===== config.mk =====
export PLATFORM = sky130hd
export DESIGN_NAME = icache_arbiter_flat
export DESIGN_NICKNAME = d
export VERILOG_FILES = /design/src/rtl/icache_arbiter_if.sv /design/src/rtl/icache_arbiter.sv /design/src/flat_wrapper.sv
export SDC_FILE = /design/constraint.sdc
export NUM_CORES = 1
export LEC_CHECK = 0
export ABC_CLOCK_PERIOD_IN_PS = 3550
export CORE_MARGIN = 2
export CORE_UTILIZATION = 45
export DETAILED_ROUTE_END_ITERATION = 10
export HOLD_SLACK_MARGIN = 0.12
export PLACE_DENSITY = 0.86
export SLEW_MARGIN = 25
export SYNTH_ARGS = -nofsm -noshare
export SYNTH_HDL_FRONTEND = slang
export SYNTH_SLANG_ARGS = --single-unit

===== constraint.sdc =====
create_clock -name clk -period 3.55 [get_ports clk]
set_input_delay 0.8875 -clock clk [delete_from_list [all_inputs] [get_ports clk]]
set_output_delay 0.8875 -clock clk [all_outputs]
set_load 0.1 [all_outputs]

===== src/rtl/icache_arbiter_if.sv =====
// Handshake bundle between the two requesters, the arbiter and the instruction cache.
// The arbiter connects through the slave modport; the requester/cache side uses master.
interface icache_arbiter_if #(
  parameter int ADDR_W = 16,
  parameter int DATA_W = 32
);
  logic              req0_en;
  logic [ADDR_W-1:0] req0_addr;
  logic [DATA_W-1:0] req0_do;
  logic              req0_ack;
  logic              req1_en;
  logic [ADDR_W-1:0] req1_addr;
  logic [DATA_W-1:0] req1_do;
  logic              req1_ack;
  logic              cache_en;
  logic [ADDR_W-1:0] cache_addr;
  logic [DATA_W-1:0] cache_do;
  logic              cache_do_ack;

  modport slave (
    input  req0_en, req0_addr, req1_en, req1_addr, cache_do, cache_do_ack,
    output req0_do, req0_ack, req1_do, req1_ack, cache_en, cache_addr
  );

  modport master (
    output req0_en, req0_addr, req1_en, req1_addr, cache_do, cache_do_ack,
    input  req0_do, req0_ack, req1_do, req1_ack, cache_en, cache_addr
  );
endinterface


===== src/rtl/icache_arbiter.sv =====
// Round-robin arbiter sharing one instruction-cache port between fetch (req0) and a
// secondary requester (req1); one access outstanding at a time, all outputs registered.
module icache_arbiter_chk (
  input logic clk,
  input logic reset,
  input logic req0_ack,
  input logic req1_ack,
  input logic cache_en
);
  a_ack_onehot: assert property (@(posedge clk) disable iff (reset) !(req0_ack && req1_ack));
  a_ack_idle_bus: assert property (@(posedge clk) disable iff (reset)
                                   (req0_ack || req1_ack) |-> !cache_en);
endmodule

module icache_arbiter #(
  parameter int ADDR_W = 16,
  parameter int DATA_W = 32
) (
  input logic              clk,
  input logic              reset,
  icache_arbiter_if.slave  bus
);
  typedef enum logic [1:0] {
    IDLE = 2'd0,
    BUSY = 2'd1,
    DONE = 2'd2
  } state_t;

  state_t            state_q, state_d;
  logic              ptr_q, ptr_d;
  logic              gnt_q, gnt_d;
  logic              pick;
  logic              cache_en_q, cache_en_d;
  logic [ADDR_W-1:0] cache_addr_q, cache_addr_d;
  logic [DATA_W-1:0] req0_do_q, req0_do_d;
  logic [DATA_W-1:0] req1_do_q, req1_do_d;
  logic              req0_ack_q, req0_ack_d;
  logic              req1_ack_q, req1_ack_d;

  // Next-state and next-output computation for the grant/complete/release sequence.
  always_comb begin
    state_d      = state_q;
    ptr_d        = ptr_q;
    gnt_d        = gnt_q;
    cache_en_d   = cache_en_q;
    cache_addr_d = cache_addr_q;
    req0_do_d    = req0_do_q;
    req1_do_d    = req1_do_q;
    req0_ack_d   = req0_ack_q;
    req1_ack_d   = req1_ack_q;
    pick         = 1'b0;

    case (state_q)
      IDLE: begin
        // Pointer only matters under contention; a lone requester always wins.
        if (bus.req0_en && bus.req1_en) begin
          pick = ptr_q;
        end else if (bus.req1_en) begin
          pick = 1'b1;
        end else begin
          pick = 1'b0;
        end

        if (bus.req0_en || bus.req1_en) begin
          cache_addr_d = pick ? bus.req1_addr : bus.req0_addr;
          cache_en_d   = 1'b1;
          gnt_d        = pick;
          state_d      = BUSY;
        end else begin
          cache_en_d   = 1'b0;
          state_d      = IDLE;
        end
      end

      BUSY: begin
        if (bus.cache_do_ack) begin
          if (gnt_q) begin
            req1_do_d  = bus.cache_do;
            req1_ack_d = 1'b1;
          end else begin
            req0_do_d  = bus.cache_do;
            req0_ack_d = 1'b1;
          end
          cache_en_d = 1'b0;
          ptr_d      = ~gnt_q;
          state_d    = DONE;
        end else begin
          state_d    = BUSY;
        end
      end

      DONE: begin
        // Requester en is deliberately not sampled here: it may still be dropping.
        req0_ack_d = 1'b0;
        req1_ack_d = 1'b0;
        state_d    = IDLE;
      end

      default: begin
        cache_en_d = 1'b0;
        req0_ack_d = 1'b0;
        req1_ack_d = 1'b0;
        state_d    = IDLE;
      end
    endcase
  end

  // State and output registers with synchronous reset.
  always_ff @(posedge clk) begin
    if (reset) begin
      state_q      <= IDLE;
      ptr_q        <= 1'b0;
      gnt_q        <= 1'b0;
      cache_en_q   <= 1'b0;
      cache_addr_q <= {ADDR_W{1'b0}};
      req0_do_q    <= {DATA_W{1'b0}};
      req1_do_q    <= {DATA_W{1'b0}};
      req0_ack_q   <= 1'b0;
      req1_ack_q   <= 1'b0;
    end else begin
      state_q      <= state_d;
      ptr_q        <= ptr_d;
      gnt_q        <= gnt_d;
      cache_en_q   <= cache_en_d;
      cache_addr_q <= cache_addr_d;
      req0_do_q    <= req0_do_d;
      req1_do_q    <= req1_do_d;
      req0_ack_q   <= req0_ack_d;
      req1_ack_q   <= req1_ack_d;
    end
  end

  assign bus.cache_en   = cache_en_q;
  assign bus.cache_addr = cache_addr_q;
  assign bus.req0_do    = req0_do_q;
  assign bus.req1_do    = req1_do_q;
  assign bus.req0_ack   = req0_ack_q;
  assign bus.req1_ack   = req1_ack_q;

  icache_arbiter_chk u_chk (
    .clk      (clk),
    .reset    (reset),
    .req0_ack (req0_ack_q),
    .req1_ack (req1_ack_q),
    .cache_en (cache_en_q)
  );
endmodule


===== src/flat_wrapper.sv =====
// flat-port wrapper written by rule: the top's interface ports become plain ports
module icache_arbiter_flat 
#(
  parameter int ADDR_W = 16,
  parameter int DATA_W = 32
)
  (clk, reset, bus_req0_en, bus_req0_addr, bus_req1_en, bus_req1_addr, bus_cache_do, bus_cache_do_ack, bus_req0_do, bus_req0_ack, bus_req1_do, bus_req1_ack, bus_cache_en, bus_cache_addr);
  icache_arbiter_if #(.ADDR_W(ADDR_W), .DATA_W(DATA_W)) bus_i ();
  input logic clk;
  input logic reset;
  input wire logic [$bits(bus_i.req0_en)-1:0] bus_req0_en;
  input wire logic [$bits(bus_i.req0_addr)-1:0] bus_req0_addr;
  input wire logic [$bits(bus_i.req1_en)-1:0] bus_req1_en;
  input wire logic [$bits(bus_i.req1_addr)-1:0] bus_req1_addr;
  input wire logic [$bits(bus_i.cache_do)-1:0] bus_cache_do;
  input wire logic [$bits(bus_i.cache_do_ack)-1:0] bus_cache_do_ack;
  output wire logic [$bits(bus_i.req0_do)-1:0] bus_req0_do;
  output wire logic [$bits(bus_i.req0_ack)-1:0] bus_req0_ack;
  output wire logic [$bits(bus_i.req1_do)-1:0] bus_req1_do;
  output wire logic [$bits(bus_i.req1_ack)-1:0] bus_req1_ack;
  output wire logic [$bits(bus_i.cache_en)-1:0] bus_cache_en;
  output wire logic [$bits(bus_i.cache_addr)-1:0] bus_cache_addr;
  assign bus_i.req0_en = bus_req0_en;
  assign bus_i.req0_addr = bus_req0_addr;
  assign bus_i.req1_en = bus_req1_en;
  assign bus_i.req1_addr = bus_req1_addr;
  assign bus_i.cache_do = bus_cache_do;
  assign bus_i.cache_do_ack = bus_cache_do_ack;
  assign bus_req0_do = bus_i.req0_do;
  assign bus_req0_ack = bus_i.req0_ack;
  assign bus_req1_do = bus_i.req1_do;
  assign bus_req1_ack = bus_i.req1_ack;
  assign bus_cache_en = bus_i.cache_en;
  assign bus_cache_addr = bus_i.cache_addr;
  icache_arbiter #(.ADDR_W(ADDR_W), .DATA_W(DATA_W)) u_core (.clk(clk), .reset(reset), .bus(bus_i));
endmodule

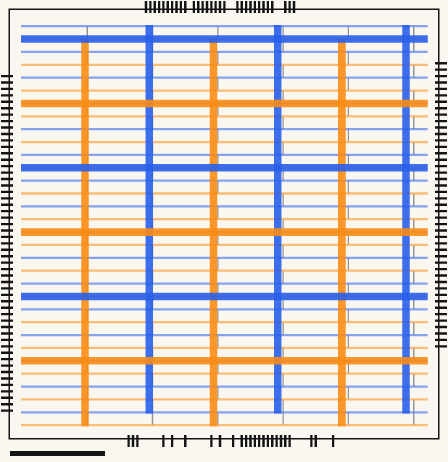
pdn.png
The bar under the picture is 20 um long. Pins as bars on the die edge. Tap cells in gray.
[blue] VDD
[orange] VSS
rows: 31
met1 rails: 32
signal pins: 152
Die X-Extent: 90.5 um
VDD IR-drop max: 299 uV
vertical die dimension: 90.5 um
area of the core: 7250 sq um

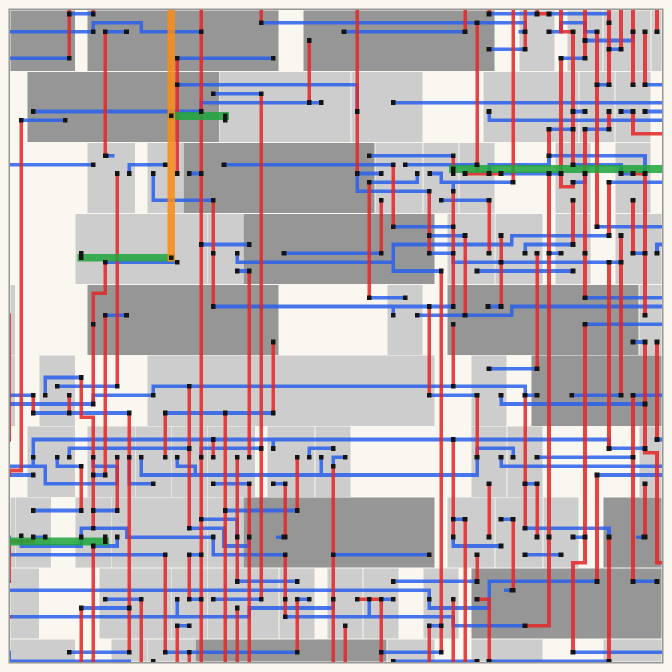
zoom.png
Window x 55 to 80, y 10 to 35 um. Cells in gray, sequential cells in the stronger gray; small squares are vias.
[orange] met4
[red] met2
[blue] met1
[green] met3
netlist names of flops here include: `u_core.bus.req0_do` (9), `u_core.bus.req1_do` (1)
sequential cells in the window: 10
most frequent: nand2_1 (29), a21oi_1 (12), dfxtp_1 (10)
cells with their middle in the window: 59

==> summary.rpt <==
IMPLEMENTATION SUMMARY REPORT
----------------------------------------------------
[Critical path]
  List of cells traversed by the critical path ........................ clkdlybuf4s50_1
  Start-to-end type of the worst setup path ........................ register to output pin
  Worst Setup SP ........................ u_core.bus.req1_do[16]
  Signal arrival time at the worst endpoint ........................ 1.81 ns
  Stage delay of the slowest cell on the critical path ........................ 1.14 ns
  Highest-delay cell along the critical path ........................ clkdlybuf4s50_1

[Clock network]
  Number of CTS-inserted buffers ........................ 9
  # hold bufs at CTS ........................ 0
  CTS sink cnt ........................ 87
  CTS-repair resized insts ........................ 0

[Yosys]
  Synthesized netlist cell count ........................ 410
  Distinct cells, synth ........................ 26
  Cell type with the highest aggregate area in the netlist ........................ dfxtp_1
  Register share after synthesis ........................ 0.518
  Flops after synth ........................ 87
  Mean post-synth cell area ........................ 8.21 sq um

[Placed design]
  Post-place instance area ........................ 4680 sq um
  GP Congestion ........................ 0.841
  HPWL Detailed ........................ 6.50 mm

[Worst hold path]
  Min-Delay Path Class ........................ register to register

[Floorplan]
  Die area ........................ 8180 sq um

[Power]
  Reg power frac ........................ 0.433
  Logic pwr share ........................ 0.263

[Detailed routing]
  Remaining routing DRC violations ........................ 0

[Run status]
  Outcome ........................ finished, final reports clean

[STA]
  Setup TNS ........................ 0 ns
  Measured slew at the worst slew-check pin ........................ 0.985 ns
  Final Worst Setup Slack ........................ 0.853 ns
  Clock Skew ........................ 0.0128 ns

[Final layout]
  Most frequent cells in the layout ........................ nand2_1 (130), buf_4 (87), dfxtp_1 (87), a21oi_1 (84), clkdlybuf4s50_1 (72)

----------------------------------------------------
stage by stage:
stage          std cells  total power [W]   util
2_1_floorplan        410          0.00154      -
3_3_place_gp         630          0.00171  0.645
3_5_place_dp         630          0.00172  0.645
4_1_cts              646          0.00245  0.675
5_1_grt              646          0.00252  0.675
6_report             646          0.00243  0.675
metal layers:
metal  track usage  part of all wire
met4        0.0538            0.0059
met2         0.363              0.49
met3        0.0684             0.089
met5             0                 0
met1         0.242              0.42
state kept, by name, summed over array words and instances, names as in the netlist:
signal,cells
u_core.bus.cache_addr,16
u_core.bus.req0_do,32
u_core.gnt_q,1
u_core.bus.cache_en,1
u_core.state_q,2
u_core.bus.req0_ack,1
u_core.ptr_q,1
u_core.bus.req1_ack,1
u_core.bus.req1_do,32
final cells by class:
class / count / area (sq um)
timing repair buffer: 160 / 1380
fill: 586 / 2350
clock inverter: 7 / 95.1
multi-input combinational: 282 / 1430
inverter: 2 / 7.51
clock buffer: 9 / 124
sequential: 87 / 1740
tap: 99 / 124
cells by family (layout without fill, tap and decap cells):
logic type,after synthesis,after routing,synth area share
buffers and inverters,41,178,0.0625
DFF,87,87,0.518
and+or+nand+nor,161,161,0.200
AOI/OAI and AO/OA,121,121,0.219
power groups by stage:
stage	combinational, W	clock, W	sequential, W
finish	0.000639	0.000740	0.00105
global placement	0.000635	0	0.00107
floorplan	0.000158	0	0.00138
CTS	0.000642	0.000757	0.00105
detailed placement	0.000641	0	0.00108
global route	0.000670	0.000795	0.00106
synthesized netlist by cell type (2+ instances only):
library cell and n:
buf_6 3, inv_1 2, clkbuf_1 21, dfxtp_1 87
a31oi_1 2, a21oi_1 84, a311oi_2 10, nand2_1 130
nand3_1 17, o21ai_0 17, nor3_1 3, nand2b_1 2
buf_2 14, a311oi_1 6
final timing paths:
check                                              to  slack [ns]  cells after the start
worst max-delay path                  bus_req1_do[16]        0.85                      1
worst min-delay path            u_core.bus.req1_do[7]        0.46                      2
worst max register to register  u_core.bus.req0_do[5]        1.73                      4
worst min register to register  u_core.bus.req1_do[7]        0.46                      2
Power figures rest on the tool's default switching activity, not on a simulated workload.
